[src/rtl/multicycle_controller.sv]
// Multi-cycle control FSM for the MIPS-subset core. Each state drives the datapath
// muxes, enables and ALU controls. Memory states wait for mem_ready.
module multicycle_controller #(
  parameter int STATE_W = 4
) (
  input  logic               clk,
  input  logic               rst_n,
  input  logic [5:0]         opcode,
  input  logic [5:0]         funct,
  input  logic               zero,
  input  logic               overflow,
  input  logic               positive,
  input  logic               mem_ready,
  output logic               pc_write,
  output logic               ir_write,
  output logic               mem_read,
  output logic               mem_write,
  output logic               i_or_d,
  output logic               reg_write,
  output logic               alu_src_a,
  output logic [1:0]         alu_src_b,
  output logic [1:0]         alu_ctl,
  output logic               ext_op,
  output logic [2:0]         reg_src,
  output logic [1:0]         reg_dst,
  output logic [1:0]         pc_src,
  output logic               illegal,
  output logic [STATE_W-1:0] state
);

  typedef enum logic [3:0] {
    FETCH    = 4'd0,
    DECODE   = 4'd1,
    EXEC_R   = 4'd2,
    EXEC_I   = 4'd3,
    MEM_ADDR = 4'd4,
    MEM_RD   = 4'd5,
    MEM_WB   = 4'd6,
    MEM_WR   = 4'd7,
    ALU_WB   = 4'd8,
    BRANCH   = 4'd9,
    JUMP     = 4'd10
  } state_t;

  localparam logic [5:0] OP_RTYPE = 6'h00;
  localparam logic [5:0] OP_J     = 6'h02;
  localparam logic [5:0] OP_JAL   = 6'h03;
  localparam logic [5:0] OP_BEQ   = 6'h04;
  localparam logic [5:0] OP_ADDI  = 6'h08;
  localparam logic [5:0] OP_ADDIU = 6'h09;
  localparam logic [5:0] OP_ORI   = 6'h0D;
  localparam logic [5:0] OP_LUI   = 6'h0F;
  localparam logic [5:0] OP_LW    = 6'h23;
  localparam logic [5:0] OP_SW    = 6'h2B;

  localparam logic [5:0] FN_JR    = 6'h08;
  localparam logic [5:0] FN_ADDU  = 6'h21;
  localparam logic [5:0] FN_SUBU  = 6'h23;
  localparam logic [5:0] FN_SLT   = 6'h2A;

  state_t state_q, state_d;

  logic is_rtype, is_addu, is_subu, is_slt, is_jr, is_alu_r;
  logic is_addi, is_addiu, is_ori, is_lui, is_alu_i;
  logic [1:0] r_alu_ctl, i_alu_ctl;
  logic       i_ext_op;

  assign is_rtype  = (opcode == OP_RTYPE);
  assign is_addu   = is_rtype && (funct == FN_ADDU);
  assign is_subu   = is_rtype && (funct == FN_SUBU);
  assign is_slt    = is_rtype && (funct == FN_SLT);
  assign is_jr     = is_rtype && (funct == FN_JR);
  assign is_alu_r  = is_addu || is_subu || is_slt;
  assign is_addi   = (opcode == OP_ADDI);
  assign is_addiu  = (opcode == OP_ADDIU);
  assign is_ori    = (opcode == OP_ORI);
  assign is_lui    = (opcode == OP_LUI);
  assign is_alu_i  = is_addi || is_addiu || is_ori || is_lui;

  // ALU controls shared by the EXEC states and ALU_WB, which re-drives them to keep flags valid
  assign r_alu_ctl = is_addu ? 2'b00 : 2'b01;
  assign i_alu_ctl = is_ori ? 2'b10 : (is_lui ? 2'b11 : 2'b00);
  assign i_ext_op  = is_addi || is_addiu;

  always_ff @(posedge clk) begin
    if (!rst_n) state_q <= FETCH;
    else        state_q <= state_d;
  end

  assign state = STATE_W'(state_q);

  always_comb begin
    state_d   = state_q;
    pc_write  = 1'b0;
    ir_write  = 1'b0;
    mem_read  = 1'b0;
    mem_write = 1'b0;
    i_or_d    = 1'b0;
    reg_write = 1'b0;
    alu_src_a = 1'b0;
    alu_src_b = 2'b00;
    alu_ctl   = 2'b00;
    ext_op    = 1'b0;
    reg_src   = 3'b000;
    reg_dst   = 2'b00;
    pc_src    = 2'b00;
    illegal   = 1'b0;
    // Outputs stay quiet during a reset cycle so an interrupted access cannot commit
    if (rst_n) begin
      case (state_q)
        FETCH: begin
          mem_read  = 1'b1;
          alu_src_b = 2'b01;
          if (mem_ready) begin
            ir_write = 1'b1;
            pc_write = 1'b1;
            state_d  = DECODE;
          end
        end
        DECODE: begin
          alu_src_b = 2'b11;
          ext_op    = 1'b1;
          if (is_alu_r)                                     state_d = EXEC_R;
          else if (is_jr || opcode == OP_J || opcode == OP_JAL) state_d = JUMP;
          else if (is_alu_i)                                state_d = EXEC_I;
          else if (opcode == OP_LW || opcode == OP_SW)      state_d = MEM_ADDR;
          else if (opcode == OP_BEQ)                        state_d = BRANCH;
          else begin
            illegal = 1'b1;
            state_d = FETCH;
          end
        end
        EXEC_R: begin
          alu_src_a = 1'b1;
          alu_ctl   = r_alu_ctl;
          state_d   = ALU_WB;
        end
        EXEC_I: begin
          alu_src_a = 1'b1;
          alu_src_b = 2'b10;
          alu_ctl   = i_alu_ctl;
          ext_op    = i_ext_op;
          state_d   = ALU_WB;
        end
        ALU_WB: begin
          alu_src_a = 1'b1;
          reg_write = 1'b1;
          if (is_rtype) begin
            alu_ctl = r_alu_ctl;
            reg_dst = 2'b01;
            if (is_slt) reg_src = positive ? 3'b010 : 3'b011;
          end else begin
            alu_src_b = 2'b10;
            alu_ctl   = i_alu_ctl;
            ext_op    = i_ext_op;
            // Signed overflow on addi flags $30 instead of writing rt
            if (is_addi && overflow) begin
              reg_dst = 2'b10;
              reg_src = 3'b011;
            end
          end
          state_d = FETCH;
        end
        MEM_ADDR: begin
          alu_src_a = 1'b1;
          alu_src_b = 2'b10;
          ext_op    = 1'b1;
          state_d   = (opcode == OP_SW) ? MEM_WR : (opcode == OP_LW) ? MEM_RD : FETCH;
        end
        MEM_RD: begin
          mem_read = 1'b1;
          i_or_d   = 1'b1;
          if (mem_ready) state_d = MEM_WB;
        end
        MEM_WB: begin
          reg_write = 1'b1;
          reg_src   = 3'b001;
          state_d   = FETCH;
        end
        MEM_WR: begin
          mem_write = 1'b1;
          i_or_d    = 1'b1;
          if (mem_ready) state_d = FETCH;
        end
        BRANCH: begin
          alu_src_a = 1'b1;
          alu_ctl   = 2'b01;
          pc_src    = 2'b01;
          pc_write  = zero;
          state_d   = FETCH;
        end
        JUMP: begin
          pc_write = 1'b1;
          if (is_jr) pc_src = 2'b11;
          else       pc_src = 2'b10;
          if (opcode == OP_JAL) begin
            reg_write = 1'b1;
            reg_src   = 3'b100;
            reg_dst   = 2'b11;
          end
          state_d = FETCH;
        end
        default: state_d = FETCH;
      endcase
    end
  end

endmodule

[config.mk]
export PLATFORM = sky130hd
export DESIGN_NAME = multicycle_controller
export DESIGN_NICKNAME = d
export VERILOG_FILES = /design/src/rtl/multicycle_controller.sv
export SDC_FILE = /design/constraint.sdc
export NUM_CORES = 1
export LEC_CHECK = 0
export CAP_MARGIN = 20
export CORE_MARGIN = 1
export CORE_UTILIZATION = 41
export DETAILED_ROUTE_END_ITERATION = 10
export PLACE_DENSITY = 0.81
export SKIP_LAST_GASP = 1
export SYNTH_ARGS = -nofsm -noshare
export SYNTH_HDL_FRONTEND = slang
export SYNTH_SLANG_ARGS = --single-unit
[constraint.sdc]
create_clock -name clk -period 2.3 [get_ports clk]
set_input_delay 0.23 -clock clk [delete_from_list [all_inputs] [get_ports clk]]
set_output_delay 0.23 -clock clk [all_outputs]
set_load 0.05 [all_outputs]
==> flow_metrics.py <==
# Synthesis and PnR figures
metrics = {
    "flow_run": {
        "tool_warnings": 27,
    },
    "detailed_routing": {
        "drc": 0,
        "dr.pass1.iters": 5,
        "routedWlPerCell_um": 19.5,
        "postRouteAntennaNets": 0,
    },
    "synth": {
        "synthTopCellsByArea": "dfxtp_1 9.2%, nand2_1 5.6%, nand2b_1 5.0%",
        "yosysTopAreaCell": "dfxtp_1",
        "synth.net_count": 156,
        "syn_area_sq_um": 875,
        "syn_area_per_cell_sq_um": 6.34,
        "edf_count": 0,
        "ys.flops": 4,
    },
    "clock_network": {
        "htreeDepth": 1,
        "cts_root_buf": "clkbuf_4",
        "cts_tree": "built",
        "path_clk_slew_ps": 40,
    },
    "critical_path": {
        "crit_required_ps": 2070,
        "r2r-end": "state[0]",
        "cp-start-kind": "primary input",
        "cpPeakStageDelay_ps": 380,
        "cp_top_family": "simple AND/OR/NAND/NOR gates",
        "crit_chain": "dlygate4sd2_1 > buf_4 > or3b_4 > or3_4 > a221o_1 > a21oi_2 > buf_12",
        "r2r-start": "state[0]",
        "path_class": "primary input to primary output",
    },
    "global_route": {
        "grt_pass1_vias": 1301,
        "grt_busiest_layer": "met2",
    },
    "placed_design": {
        "gp_congestion": 0.940,
    },
    "status": {
        "outcome": "completed",
    },
    "final_timing": {
        "fin_crit_sh_pct": 98.3,
        "period_needed_ps": 2260,
        "rsz0062_at_grt": "no",
    },
    "layout": {
        "most-common-layout-cells": "29 x buf_4, 17 x clkdlybuf4s50_1, 17 x buf_12",
        "final_nets": 219,
        "drive_gt1_share_pct": 36.7,
        "antenna-diode-count": 0,
    },
    "floorplanning": {
        "die_h_um": 48.2,
        "coreArea_sq_um": 1980,
    },
}
[cells in the mapped netlist, drive strengths merged, types with 3 or more instances]
| cell type | count |
|---|---|
| a21oi | 8 |
| nor3b | 3 |
| nand2 | 13 |
| nor3 | 5 |
| o21ai | 5 |
| clkbuf | 8 |
| nor2b | 4 |
| and3 | 5 |
| a21o | 3 |
| dfxtp | 4 |
| a211oi | 5 |
| nand3 | 7 |
| a32o | 3 |
| or2 | 4 |
| inv | 9 |
| nor2 | 6 |
| or3 | 7 |
| o211ai | 3 |
| nand2b | 7 |
| nor4 | 5 |
[where the power goes]
group / switching, uW / total, uW / internal (uW)
combinational: 129 / 232 / 103
clock: 34.6 / 93.4 / 58.8
sequential: 6.90 / 78.6 / 71.7
[final cells by class]
type                    instances  area share [%]
clock buffers                   3            1.26
inverters                       9            1.89
multi-input cells             116            47.7
flip-flops and latches          4            4.56
well taps                      27            1.89
repair buffers                 67            42.7
[cell families (layout without fill, tap and decap cells)]
family,Yosys count,after routing,synth area share (%)
xor+xnor,1,1,1.00
compound gates,40,40,32.9
simple gates,75,75,49.2
buf+inv,18,79,7.72
flops,4,4,9.16
[stage by stage]
stage               utilization, %  cells
floorplan                        -    138
global placement              87.6    223
detailed placement            87.6    223
CTS                           89.7    226
global route                  90.1    226
finish                        90.1    226
[worst max-delay path by stage]
stage	start	to	slack, ps	cells past startpoint
final	opcode[4]	alu_ctl[0]	40	7
after CTS	opcode[4]	alu_ctl[0]	80	7
after global placement	opcode[5]	pc_src[0]	-160	6
after detailed placement	opcode[5]	pc_src[0]	-180	6
after global routing	state[0]	alu_ctl[1]	7	4
after floorplan	state[3]	ir_write	-160	4
[worst register-to-register path, cell delays in order, from the launching register on]
cell,delay [ps]
dfxtp_1,580
nor2b_1,380
nand3_1,240
a211oi_1,340
o211a_1,180
[layer usage]
layer  up-vias  wire [um]
met3        26        402
met4         0        178
met1       706       1690
li1        650          -
met2       134       2130
met5         -          0
[repair_timing]
action / in CTS / in global routing
resized: 9 / 2
pin swaps: 6 / 0
setup endpoints to repair: 9 / 2
setup buffers: 0 / 0
hold buffers: 0 / 0
==> images/layer_met1.png <==
(8 px per um) Supply wires on this layer in grey.
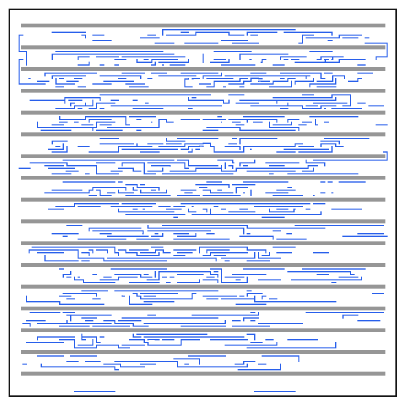
longest straight run: 16.6 um
main direction: horizontal
wire length on this layer: 1,690 um
share of all routed wire: 38%

==> images/layer_met2.png <==
(6 px per um)
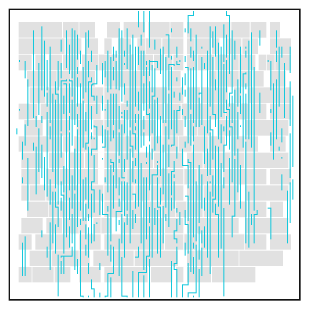
longest straight run: 25.5 um
nets with wire on the layer: 210
main direction: vertical
share of all routed wire: 48%
via count: 1,516
drt total wl: 4.41 mm
met2 track utilization from global routing: 58.7%

==> images/layer_met3.png <==
(8 px per um)
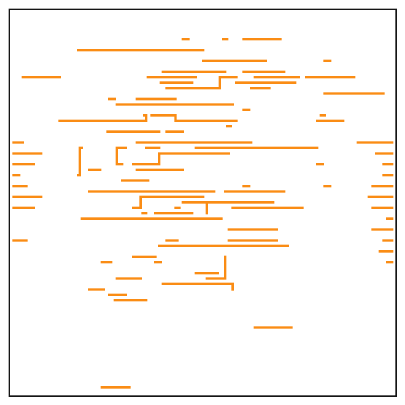
longest straight run: 17.5 um
main direction: horizontal
nets with wire on the layer: 61
share of all routed wire: 9.2%
wire length on this layer: 403 um
met3 Track Usage GR: 11.9%

==> images/layer_met4.png <==
(8 px per um) Supply wires on this layer in grey.
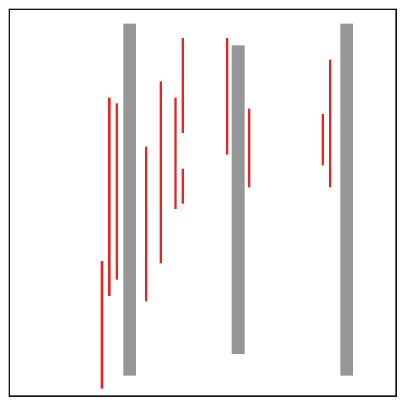
longest straight run: 24.5 um
nets with wire on the layer: 12
wire length on this layer: 178 um
main direction: vertical
share of all routed wire: 4.0%

Power figures rest on the tool's default switching activity, not on a simulated workload.
